### Congestion heat map, run 1

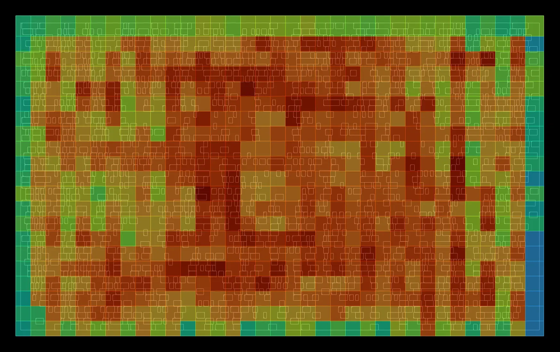
### Drive-strength map, run 1

Scale bar: 50 µm.
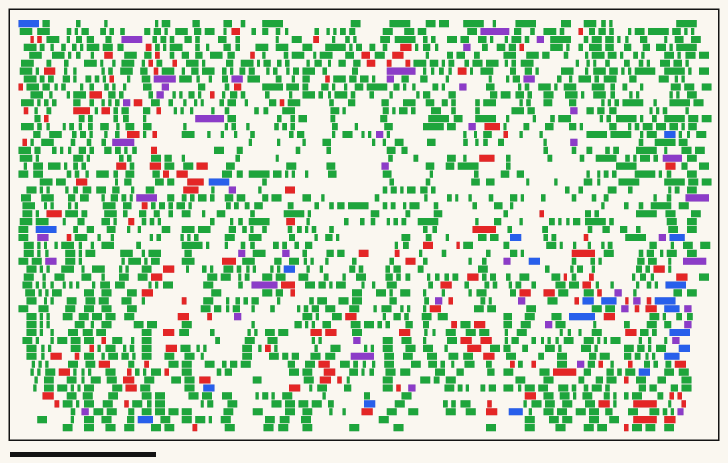
### Cells colored by class, run 1

Scale bar: 50 µm.
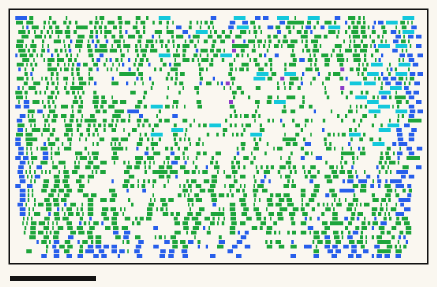
### src/rtl/i_type_arbiter.sv
// Round-robin sharing of one RV32 I-type immediate ALU between two requesters,
// with a single-entry registered writeback stage under valid/ready.

module i_type_alu #(
   parameter int XLEN = 32
) (
   input  logic [6:0]      opcode,
   input  logic [2:0]      funct3,
   input  logic [11:0]     imm,
   input  logic [XLEN-1:0] rs1,
   output logic [XLEN-1:0] result
);
   logic [XLEN-1:0] imm_sx;
   logic [4:0]      shamt;

   assign imm_sx = {{(XLEN-12){imm[11]}}, imm};
   assign shamt  = imm[4:0];

   always_comb begin
      result = '0;
      if (opcode == 7'b0010011) begin
         case (funct3)
            3'b000: result = rs1 + imm_sx;
            3'b010: result = {{(XLEN-1){1'b0}}, ($signed(rs1) < $signed(imm_sx))};
            3'b011: result = {{(XLEN-1){1'b0}}, (rs1 < imm_sx)};
            3'b100: result = rs1 ^ imm_sx;
            3'b110: result = rs1 | imm_sx;
            3'b111: result = rs1 & imm_sx;
            3'b001: result = rs1 << shamt;
            3'b101: result = imm[10] ? XLEN'($signed(rs1) >>> shamt) : (rs1 >> shamt);
            default: result = '0;
         endcase
      end
   end
endmodule

// state | meaning
// EMPTY | writeback register holds nothing, wb_valid=0
// FULL  | writeback register holds a result, wb_valid=1
module i_type_arbiter #(
   parameter int RD_W = 5,
   parameter int XLEN = 32
) (
   input  logic            clk,
   input  logic            rst,
   input  logic            req0_valid,
   output logic            req0_ready,
   input  logic [2:0]      req0_funct3,
   input  logic [11:0]     req0_imm,
   input  logic [XLEN-1:0] req0_rs1,
   input  logic [RD_W-1:0] req0_rd,
   input  logic            req1_valid,
   output logic            req1_ready,
   input  logic [2:0]      req1_funct3,
   input  logic [11:0]     req1_imm,
   input  logic [XLEN-1:0] req1_rs1,
   input  logic [RD_W-1:0] req1_rd,
   output logic            wb_valid,
   input  logic            wb_ready,
   output logic [XLEN-1:0] wb_data,
   output logic [RD_W-1:0] wb_rd,
   output logic            wb_src
);
   typedef enum logic {EMPTY, FULL} wb_state_t;

   wb_state_t       state, state_next;
   logic            last;
   logic            grant;
   logic            grant_any;
   logic            can_accept;
   logic            accept;
   logic [2:0]      alu_funct3;
   logic [11:0]     alu_imm;
   logic [XLEN-1:0] alu_rs1;
   logic [XLEN-1:0] alu_result;

   assign wb_valid = (state == FULL);

   always_comb begin
      state_next = state;
      grant_any  = req0_valid || req1_valid;
      // On a tie the requester not served last wins; otherwise the sole valid one.
      grant      = (req0_valid && req1_valid) ? !last : req1_valid;
      can_accept = !wb_valid || wb_ready;
      accept     = !rst && can_accept && grant_any;
      req0_ready = accept && !grant;
      req1_ready = accept && grant;
      if (accept)
         state_next = FULL;
      else if (state == FULL && wb_ready)
         state_next = EMPTY;
   end

   assign alu_funct3 = grant ? req1_funct3 : req0_funct3;
   assign alu_imm    = grant ? req1_imm    : req0_imm;
   assign alu_rs1    = grant ? req1_rs1    : req0_rs1;

   i_type_alu #(.XLEN(XLEN)) u_alu (
      .opcode (7'b0010011),
      .funct3 (alu_funct3),
      .imm    (alu_imm),
      .rs1    (alu_rs1),
      .result (alu_result)
   );

   always_ff @(posedge clk) begin
      if (rst) begin
         state   <= EMPTY;
         wb_data <= '0;
         wb_rd   <= '0;
         wb_src  <= 1'b0;
         last    <= 1'b1;
      end else begin
         state <= state_next;
         if (accept) begin
            wb_data <= alu_result;
            wb_rd   <= grant ? req1_rd : req0_rd;
            wb_src  <= grant;
            last    <= grant;
         end
      end
   end
endmodule

### config.mk
export PLATFORM = sky130hd
export DESIGN_NAME = i_type_arbiter
export DESIGN_NICKNAME = d
export VERILOG_FILES = /design/src/rtl/i_type_arbiter.sv
export SDC_FILE = /design/constraint.sdc
export NUM_CORES = 1
export LEC_CHECK = 0
export CELL_PAD_IN_SITES_DETAIL_PLACEMENT = 1
export CELL_PAD_IN_SITES_GLOBAL_PLACEMENT = 2
export CORE_ASPECT_RATIO = 0.6
export CORE_MARGIN = 2
export CORE_UTILIZATION = 33
export CTS_BUF_LIST = sky130_fd_sc_hd__clkbuf_4
export CTS_CLUSTER_DIAMETER = 80
export DETAILED_ROUTE_END_ITERATION = 7
export GPL_TIMING_DRIVEN = 0
export PLACE_DENSITY = 0.94
export SETUP_SLACK_MARGIN = 0.4
export SLEW_MARGIN = 15
export SYNTH_ARGS = -nofsm -noshare
export SYNTH_HDL_FRONTEND = slang
export SYNTH_SLANG_ARGS = --single-unit
### constraint.sdc
create_clock -name clk -period 6.3 [get_ports clk]
set_clock_uncertainty 0.2 [all_clocks]
set_input_delay 1.26 -clock clk [delete_from_list [all_inputs] [get_ports clk]]
set_output_delay 1.26 -clock clk [all_outputs]
set_load 0.05 [all_outputs]
==> datasheet_impl.txt <==
Table: implementation figures

Parameter                              Value

Floorplanning
  Init Core Util .................. 0.335
  Horizontal die dimension .................. 243 µm
  Core footprint .................. 33800 µm²

Synth
  Tally of unique sky130hd cells used after synthesis .................. 77
  Number of enable-type register cells in the synthesized netlist .................. 0
  Post-synthesis average cell area .................. 7.08 µm²
  Yosys Chip Area .................. 11300 µm²
  Share of synthesized registers carrying an async set or reset .................. 0
  Mapped Cells .................. 1599
  Flops out of synthesis .................. 40

Critical path
  Path type of the worst setup path .................. input port to primary output
  Slowest Stage Delay on Critical Path .................. 0.60 ns
  Cell repeated most along the worst path .................. nor2_1
  Cells on worst reg2reg path .................. 18
  Worst-path maximum fanout .................. 10
  Slowest stage cell, crit path .................. dlygate4sd2_1
  Capturing point of the worst reg2reg path .................. wb_data[28]
  CP Depth .................. 8
  Buffering stage count on the worst path with inverters included .................. 4
  Startpoint type of the worst setup path .................. input port

Drt
  1st-iter DRT viols .................. 2276
  Metal1 wirelength .................. 36600 µm
  1st-pass router iterations .................. 6
  Top Layer Used .................. met5
  Via count of the routed design .................. 14.9k

Final layout
  Seq area share .................. 0.0571
  Final standard cell count with taps included and fillers excluded .................. 2227
  Count of antenna diodes in the layout .................. 1
  Area taken by flip-flops and latches .................. 801 µm²

Placed design
  Number of port buffers .................. 147
  Placed Instances .................. 2208
  Worst setup slack before clock tree synthesis .................. -3.06 ns

Global route
  Via count of the first global-routing pass .................. 14.3k
  Most used routing layer in global routing .................. met1
  Largest net degree at the start of global routing .................. 40

Power and ir drop
  Leakage .................. 0.00604 µW

STA
  Timing-limited maximum frequency .................. 0.169 GHz
  Final sum of negative setup slack .................. 0 ns

Clocking
  Max H-tree Level .................. 2
  CTS Buffer Depth .................. 2
  Clk Latency, worst-skew pair .................. 0.38 ns

Outcome
  Status .................. finished, final reports clean

Min path
  Hold-critical path endpoint .................. wb_rd[3]
Back to the opening pictures, 'Congestion heat map':
Routed wire per std cell: 36.1 µm
global router's overall resource usage: 0.435
met1 usage in global routing: 0.638
met2 Track Usage GR: 0.577
met3 global-route usage: 0.193

Back to the opening pictures, 'Drive-strength map':
| color | size | cells | share |
|---|---|---|---|
| purple | _3 and _4 cells | 48 | 2.7% |
| red | _2 cells | 147 | 8.3% |
| green | _0 and _1 cells | 1550 | 88% |
| blue | _6 and larger | 22 | 1.2% |
synthesis-to-layout area growth: 23.8%
Worst Slack Setup Final: 0.378 ns

Back to the opening pictures, 'Cells colored by class':
| color | class | cells | share of their area |
|---|---|---|---|
| cyan | sequential cells | 40 | 6.0% |
| blue | remaining buffers and delay cells | 287 | 18% |
| green | combinational and other logic | 1433 | 76% |
| purple | clock drivers and dummy loads | 7 | 0.37% |
Finished Cell Area: 14000 µm²
final core area utilization: 0.415

==> run 1: where the power goes <==
part	internal (µW)	switching (µW)	leakage (µW)
clock	40.9	122	0.0000271
combinational	637	1370	0.00568
sequential	287	26.4	0.000334
total	966	1520	0.00604
==> run 1: cells in the final DEF, fill, tap and decap left out, types with 10 or more instances in the layout <==
master           instances
a211oi_1                36
a21o_1                  18
a21oi_1                129
a221oi_1                14
a311oi_1                12
a31oi_1                 25
and2_1                  11
and3_1                  10
buf_2                   39
buf_4                   20
clkbuf_1                35
clkbuf_2                15
clkbuf_4                10
clkdlybuf4s50_1        144
dfxtp_1                 40
ha_1                    92
inv_1                   63
mux2_2                  45
mux2i_1                222
nand2_1                231
nand3_1                 44
nor2_1                 100
nor2b_1                 13
nor3_1                  23
o211ai_1                30
o21ai_0                 82
==> run 1: what timing repair did <==
| item | CTS | global route |
|---|---|---|
| gates resized | 95 | 47 |
| endpoints found under the setup margin | 34 | 23 |
| cloned | 1 | 0 |
| buffers inserted | 6 | 4 |
| pin swaps | 8 | 9 |
==> run 1: registers in the layout (all words and copies together) (netlist names) <==
| name | flops |
|---|---|
| wb_src | 1 |
| wb_valid | 1 |
| wb_rd | 5 |
| last | 1 |
| wb_data | 32 |
==> run 1: kinds of logic (layout without fill, tap and decap cells) <==
| kind of cell | count (synthesis) | count (layout) | synth area share |
|---|---|---|---|
| AND/OR/NAND/NOR | 494 | 495 | 0.194 |
| AND-OR/OR-AND | 476 | 476 | 0.280 |
| multiplexers | 278 | 278 | 0.259 |
| buffers and inverters | 196 | 363 | 0.0759 |
| adder cells (fa/ha/maj) | 96 | 96 | 0.107 |
| flip-flops | 40 | 40 | 0.0707 |
| XOR/XNOR | 19 | 19 | 0.0147 |
| other | 0 | 1 | 0 |
Power is estimated from default activity; no workload was simulated.
